`src/rtl/scan_chain_driver.sv`:
```
// scan_chain_driver: master end of a scan chain.
// Takes SHIFT / CHAIN_RESET requests and drives scan_en/scan_in/scan_rstb.
// SHIFT serializes the request word MSB-first and captures the previous
// chain contents from scan_out. CHAIN_RESET pulses scan_rstb low for
// RST_CYCLES cycles. Every output is a flop. The FSM state is mirrored on
// dbg_state so that checkers can bind to it.
//
// Handshake semantics, for both ports:
// - A transfer happens at a posedge where valid & ready are both 1.
// - req_ready is high only in IDLE.
// - resp_valid stays high, with resp_rdata frozen, until resp_ready is seen.
// - A response retiring on an edge returns the FSM to IDLE. The next request
//   is accepted no earlier than the following edge.
//
// Assumptions:
// - N >= 2.
// - RST_CYCLES fits in the $clog2(N+1)-bit counter (RST_CYCLES <= N).

module scan_chain_driver #(
    parameter int N          = 64,
    parameter int RST_CYCLES = 16
) (
    input  logic         scan_clk,
    input  logic         scan_rst,
    input  logic         req_valid,
    output logic         req_ready,
    input  logic         req_op,
    input  logic [N-1:0] req_wdata,
    output logic         resp_valid,
    input  logic         resp_ready,
    output logic [N-1:0] resp_rdata,
    output logic         scan_en,
    output logic         scan_in,
    output logic         scan_rstb,
    input  logic         scan_out,
    output logic [1:0]   dbg_state
);

    localparam int CW = $clog2(N + 1);

    localparam logic [1:0] ST_IDLE  = 2'd0;
    localparam logic [1:0] ST_SHIFT = 2'd1;
    localparam logic [1:0] ST_CRST  = 2'd2;
    localparam logic [1:0] ST_RESP  = 2'd3;

    localparam logic [CW-1:0] SHIFT_LAST = CW'(N - 1);
    localparam logic [CW-1:0] RST_LAST   = CW'(RST_CYCLES - 1);

    logic [1:0]    state_q,      state_d;
    logic [CW-1:0] cnt_q,        cnt_d;
    logic [N-1:0]  sreg_q,       sreg_d;
    logic [N-1:0]  rdata_q,      rdata_d;
    logic          req_ready_q,  req_ready_d;
    logic          resp_valid_q, resp_valid_d;
    logic          scan_en_q,    scan_en_d;
    logic          scan_in_q,    scan_in_d;
    logic          scan_rstb_q,  scan_rstb_d;

    // Next-state logic for the FSM, the shift/capture datapath and the registered outputs.
    always_comb begin
        state_d      = state_q;
        cnt_d        = cnt_q;
        sreg_d       = sreg_q;
        rdata_d      = rdata_q;
        req_ready_d  = req_ready_q;
        resp_valid_d = resp_valid_q;
        scan_en_d    = scan_en_q;
        scan_in_d    = scan_in_q;
        scan_rstb_d  = scan_rstb_q;

        unique case (state_q)
            ST_IDLE: begin
                cnt_d       = '0;
                req_ready_d = 1'b1;
                scan_rstb_d = 1'b1;
                scan_en_d   = 1'b0;
                scan_in_d   = 1'b0;
                // Accept only once req_ready is visible on the port.
                if (req_valid && req_ready_q) begin
                    req_ready_d = 1'b0;
                    sreg_d      = req_wdata;
                    if (req_op) begin
                        state_d     = ST_CRST;
                        scan_rstb_d = 1'b0;
                    end else begin
                        state_d   = ST_SHIFT;
                        scan_en_d = 1'b1;
                        scan_in_d = req_wdata[N-1];
                    end
                end
            end

            ST_SHIFT: begin
                // The chain MSB is captured on the same edge that the chain shifts.
                // After N edges, rdata holds the old chain contents MSB-first.
                rdata_d = {rdata_q[N-2:0], scan_out};
                if (cnt_q == SHIFT_LAST) begin
                    state_d      = ST_RESP;
                    scan_en_d    = 1'b0;
                    scan_in_d    = 1'b0;
                    resp_valid_d = 1'b1;
                end else begin
                    cnt_d     = cnt_q + CW'(1);
                    sreg_d    = sreg_q << 1;
                    scan_in_d = sreg_q[N-2];
                end
            end

            ST_CRST: begin
                if (cnt_q == RST_LAST) begin
                    state_d      = ST_RESP;
                    scan_rstb_d  = 1'b1;
                    resp_valid_d = 1'b1;
                    rdata_d      = '0;
                end else begin
                    cnt_d = cnt_q + CW'(1);
                end
            end

            ST_RESP: begin
                if (resp_ready) begin
                    resp_valid_d = 1'b0;
                    req_ready_d  = 1'b1;
                    state_d      = ST_IDLE;
                end
            end

            default: begin
                state_d = ST_IDLE;
            end
        endcase
    end

    // State and output registers. Reset aborts any op in flight and holds the chain in reset.
    always_ff @(posedge scan_clk) begin
        if (scan_rst) begin
            state_q      <= ST_IDLE;
            cnt_q        <= '0;
            sreg_q       <= '0;
            rdata_q      <= '0;
            req_ready_q  <= 1'b0;
            resp_valid_q <= 1'b0;
            scan_en_q    <= 1'b0;
            scan_in_q    <= 1'b0;
            scan_rstb_q  <= 1'b0;
        end else begin
            state_q      <= state_d;
            cnt_q        <= cnt_d;
            sreg_q       <= sreg_d;
            rdata_q      <= rdata_d;
            req_ready_q  <= req_ready_d;
            resp_valid_q <= resp_valid_d;
            scan_en_q    <= scan_en_d;
            scan_in_q    <= scan_in_d;
            scan_rstb_q  <= scan_rstb_d;
        end
    end

    assign req_ready  = req_ready_q;
    assign resp_valid = resp_valid_q;
    assign resp_rdata = rdata_q;
    assign scan_en    = scan_en_q;
    assign scan_in    = scan_in_q;
    assign scan_rstb  = scan_rstb_q;
    assign dbg_state  = state_q;

endmodule
```
`config.mk`:
```
export PLATFORM = sky130hd
export DESIGN_NAME = scan_chain_driver
export DESIGN_NICKNAME = d
export VERILOG_FILES = /design/src/rtl/scan_chain_driver.sv
export SDC_FILE = /design/constraint.sdc
export NUM_CORES = 1
export LEC_CHECK = 0
export ABC_CLOCK_PERIOD_IN_PS = 2800
export CORE_UTILIZATION = 40
export DETAILED_ROUTE_END_ITERATION = 7
export PLACE_DENSITY = 0.66
export SYNTH_ARGS = -nofsm -noshare
export SYNTH_HDL_FRONTEND = slang
export SYNTH_SLANG_ARGS = --single-unit
```
`constraint.sdc`:
```
create_clock -name scan_clk -period 2.8 [get_ports scan_clk]
set_input_delay 0.7 -clock scan_clk [delete_from_list [all_inputs] [get_ports scan_clk]]
set_output_delay 0.7 -clock scan_clk [all_outputs]
set_load 0.01 [all_outputs]
```
run_1/layer_met1.png
Scale: 4 px per µm. Supply wires on this layer in grey.
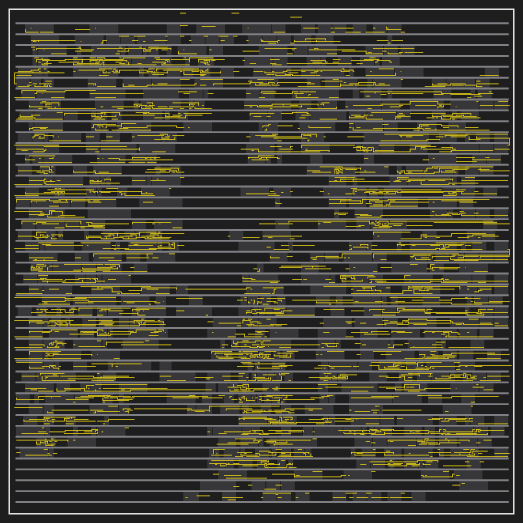
The layer carries 6,460 µm of wire. 702 nets have wire on it.
routed via count: 4,800
met1 Usage GRT: 22.6%
wire length after detailed routing: 13,700 µm

run_1/sizes.png
Scale: 3 px per µm.
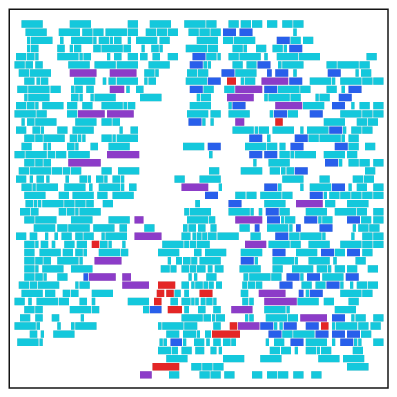
Key: red = _3 and _4 cells [cells 13, most used buf_4]; cyan = _0 and _1 cells [cells 617, most used dfxtp_1]; blue = _2 cells [cells 69, most used a211oi_2]; purple = _6 and larger [cells 28, most used clkbuf_16]
Non-Filler Cell Area, Final: 8180 µm²
worst-case setup margin in the final layout: 0.489 ns
non-clock buffer count: 148
relative area change from synthesis to final layout: 33.5%

==> flow_metrics.tcl, run 1 <==
# flow metrics
set metrics [dict create \
    worst_path_max_delay_cell "sky130_fd_sc_hd__dfxtp_1" \
    power.static_leakage_nw 2.77 \
    worst_hold_startpoint "sreg_q[62]" \
    ctsResizeCount 0 \
    period_minus_slack_ns 2.31 \
    start_kind "flip-flop" \
    clockRootBuffer "sky130_fd_sc_hd__clkbuf_16" \
    clockBufferDepth 2 \
    post_synth_fa_ha_maj_area_fraction_pct 1.23 \
    grt_max_degree 104 \
    power_switching_mw 3.05 \
    power.share.sequential_pct 33.0 \
    chipArea_um2 15800 \
    status "finished clean" \
    grt_overflow_total 0 \
    post-layout-total-power_mw 8.38 \
    comb_cell_power_mw 3.33 \
    timing.final.max_slew_violations 0 \
    filler_cell_count 1305 \
    cts_num_sinks 141 \
    routed-wl-met2_um 5940 \
    gp_congestion 0.759 \
    cts_hold_buf 0 \
    io_pins 141 \
    grt_first_pass_wirelength_um 22900 \
    fraction_of_area_in_multi_input_gates_pct 36.6 \
    ys_chip_area_um2 6120 \
]
run_1/cell_density.png
Scale: 3 px per µm. 13 x 13 tiles, from dark blue (low) to red (high), 0 to 100% covered.
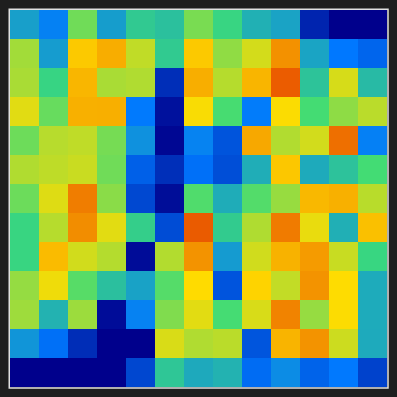
5.3% of the tiles are nearly empty. The emptiest ninth of the die: lower left. The fullest tile reaches 90%.

run_1/io_fan.png
Scale: 3 px per µm.
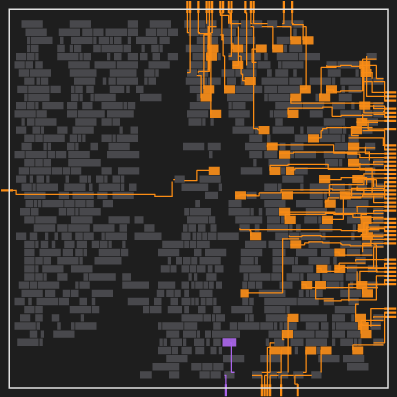
Key: orange = req_wdata [direction input, end cells 64, buffers 64, wire 1,900 µm]; purple = req_valid [direction input, end cells 2, buffers 1, wire 15.3 µm]

[run 1: stage by stage]
step / utilization, % / hold slack, ns
3_5_place_dp: 51.3 / 0.469
3_3_place_gp: 51.3 / 0.460
4_1_cts: 55.4 / 0.478
5_1_grt: 55.4 / 0.503
6_report: 55.4 / 0.480
2_1_floorplan: - / 0.445
[run 1: cells in the mapped netlist (2+ instances only)]
| cell type | count |
|---|---|
| sky130_fd_sc_hd__nand2_1 | 3 |
| sky130_fd_sc_hd__nor2b_1 | 5 |
| sky130_fd_sc_hd__nand3_1 | 5 |
| sky130_fd_sc_hd__buf_4 | 3 |
| sky130_fd_sc_hd__buf_6 | 13 |
| sky130_fd_sc_hd__o21a_1 | 3 |
| sky130_fd_sc_hd__nand4_1 | 2 |
| sky130_fd_sc_hd__nor2_1 | 133 |
| sky130_fd_sc_hd__nand2b_1 | 3 |
| sky130_fd_sc_hd__o31ai_1 | 2 |
| sky130_fd_sc_hd__and3_1 | 2 |
| sky130_fd_sc_hd__o32ai_1 | 3 |
| sky130_fd_sc_hd__nor3b_1 | 3 |
| sky130_fd_sc_hd__mux2i_1 | 64 |
| sky130_fd_sc_hd__dfxtp_1 | 141 |
| sky130_fd_sc_hd__inv_1 | 7 |
| sky130_fd_sc_hd__or3_1 | 5 |
| sky130_fd_sc_hd__ha_1 | 6 |
| sky130_fd_sc_hd__a211oi_1 | 4 |
| sky130_fd_sc_hd__nand4b_1 | 2 |
| sky130_fd_sc_hd__a22oi_1 | 64 |
| sky130_fd_sc_hd__mux2_2 | 2 |
| sky130_fd_sc_hd__a21oi_1 | 7 |
| sky130_fd_sc_hd__buf_2 | 6 |
| sky130_fd_sc_hd__clkbuf_1 | 31 |
| sky130_fd_sc_hd__a211oi_2 | 62 |
| sky130_fd_sc_hd__o21ai_0 | 6 |
run_1/placement.png
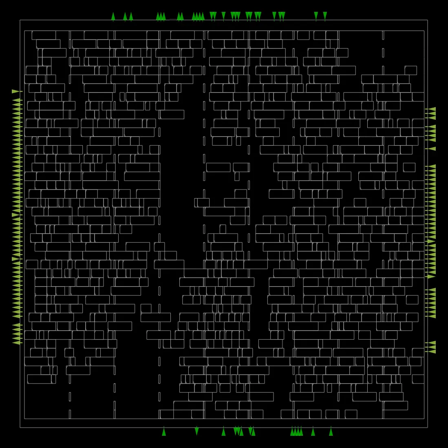

==> run 2, diff against run 1 <==
--- a/config.mk
+++ b/config.mk
@@ -5,7 +5,7 @@
 export SDC_FILE = /design/constraint.sdc
 export NUM_CORES = 1
 export LEC_CHECK = 0
-export ABC_CLOCK_PERIOD_IN_PS = 2800
+export ABC_CLOCK_PERIOD_IN_PS = 2300
 export CORE_UTILIZATION = 40
 export DETAILED_ROUTE_END_ITERATION = 7
 export PLACE_DENSITY = 0.66
==> constraint.sdc (replaced) <==
create_clock -name scan_clk -period 2.3 [get_ports scan_clk]
set_input_delay 0.575 -clock scan_clk [delete_from_list [all_inputs] [get_ports scan_clk]]
set_output_delay 0.575 -clock scan_clk [all_outputs]
set_load 0.01 [all_outputs]
run_2/placement.png
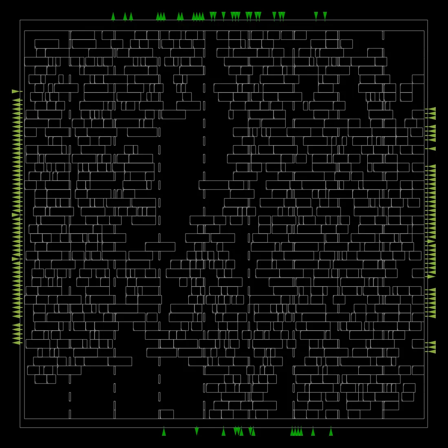
Placement Rows: 44
final cell count without fillers: 924
number of sequential cells: 141

==> run 2 against run 1 <==
Against the previous run: die area is the same; critical endpoint is now resp_valid; critical path depth shrank 1; utilization grew 0.85 points; register-to-register slack got worse by 0.31 ns; largest power group unchanged; synthesized cell count is the same; non-clock buffer count up 13; clock power is 12% higher.
==> flow_metrics.tcl, run 2 <==
# flow metrics
set metrics [dict create \
    status "finished clean" \
    timing_worst_slew_pin_value_ns 0.676 \
    cts_num_sinks 141 \
    cts_hold_buf 0 \
    worst_path_max_delay_cell "sky130_fd_sc_hd__a2111oi_0" \
    via_count 4923 \
    start_kind "flip-flop" \
    postLayoutSetupSlackWorst_ns 0.183 \
    power.static_leakage_nw 2.83 \
    gp_congestion 0.732 \
    filler_cell_count 1323 \
    clockRootBuffer "sky130_fd_sc_hd__clkbuf_16" \
    synth-edff-count 0 \
    routed_wirelength_um 14200 \
    period_minus_slack_ns 2.12 \
    grt_overflow_total 0 \
    critical_path.max_stage_delay_ns 0.50 \
    ctsResizeCount 0 \
    netlist.top_cell.by_instances "sky130_fd_sc_hd__dfxtp_1" \
    count_of_max_cap_constraint_violations 0 \
    ys_chip_area_um2 6120 \
    power.share.sequential_pct 32.3 \
    postLayoutCellArea_um2 8300 \
    grt_first_pass_wirelength_um 23700 \
    chipArea_um2 15800 \
    cell_types_with_the_largest_area_share_after_synthesis "sky130_fd_sc_hd__dfxtp_1 (46%), sky130_fd_sc_hd__a211oi_2 (13%), sky130_fd_sc_hd__mux2i_1 (10%)" \
    final_core_util_pct 56.3 \
    synth.top_cells.by_count "sky130_fd_sc_hd__dfxtp_1 (141), sky130_fd_sc_hd__nor2_1 (133), sky130_fd_sc_hd__a22oi_1 (64), sky130_fd_sc_hd__mux2i_1 (64), sky130_fd_sc_hd__a211oi_2 (62)" \
    comb_cell_power_mw 4.51 \
    post-layout-total-power_mw 10.5 \
    clockBufferDepth 2 \
    power_switching_mw 3.85 \
    worst_setup_hold_path_clk_slew_ns 0.06 \
    grt_max_degree 65 \
]
run_2/io_fan.png
Scale: 3 px per µm.
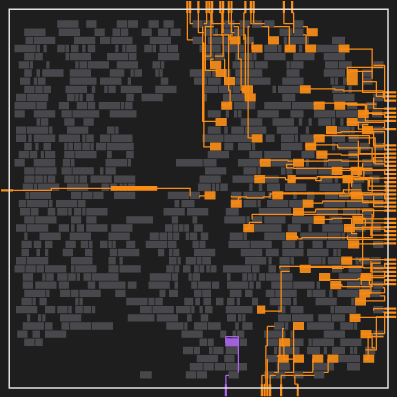
Key: purple = req_valid [direction input, end cells 2, buffers 1, wire 22.6 µm]; orange = req_wdata [direction input, end cells 64, buffers 64, wire 1,930 µm]
I/O pin cnt: 141
total of buffers placed on input and output ports: 140

[run 2: cell counts after synthesis]
No cell type changed its count.
[run 2: stage by stage]
stage / hold slack [ns] / TNS (ns) / cells
floorplan: 0.445 / 0 / 600
global placement: 0.462 / -0.0445 / 892
detailed placement: 0.460 / -0.0739 / 892
CTS: 0.478 / 0 / 924
global route: 0.495 / 0 / 924
finish: 0.483 / 0 / 924
[run 2: path summary, 6_finish.rpt]
path | start | to | slack, ns
worst max-delay path | cnt_q[0] | resp_valid | 0.18
worst min-delay path | sreg_q[0] | sreg_q[0] | 0.48
worst max register to register | cnt_q[0] | resp_valid | 0.18
worst min register to register | sreg_q[0] | sreg_q[0] | 0.48
[run 2: per-layer routing]
metal | global-route usage, % | vias to the layer above | routed length [µm] | part of all wire [%]
met4 | 6.24 | 2 | 172 | 1.2
met1 | 23.3 | 2333 | 6720 | 47
met5 | 0 | - | 13 | 0.091
li1 | - | 2440 | - | -
met3 | 7.56 | 18 | 1100 | 7.8
met2 | 28.6 | 130 | 6220 | 44
[run 2: final cells by class]
| cell class | count | area [µm²] | area share [%] |
|---|---|---|---|
| multi-input combinational | 399 | 2990 | 36.0 |
| clock inverter | 13 | 116 | 1.40 |
| timing repair buffer | 161 | 1670 | 20.2 |
| inverter | 7 | 26.3 | 0.317 |
| sequential | 141 | 2820 | 34.0 |
| clock buffer | 19 | 443 | 5.34 |
| tap | 184 | 230 | 2.77 |
[run 2: kinds of logic (layout without fill, tap and decap cells)]
logic type                 Yosys count  after routing  synth area share [%]
and+or+nand+nor                    167            167                  11.7
AOI/OAI and AO/OA                  160            160                  24.6
DFF                                141            141                  46.1
muxes                               66             66                  10.8
buffers and inverters               60            200                  5.58
adders and majority gates            6              6                  1.23
No activity file was given, so power comes from the tool's default toggle rates.
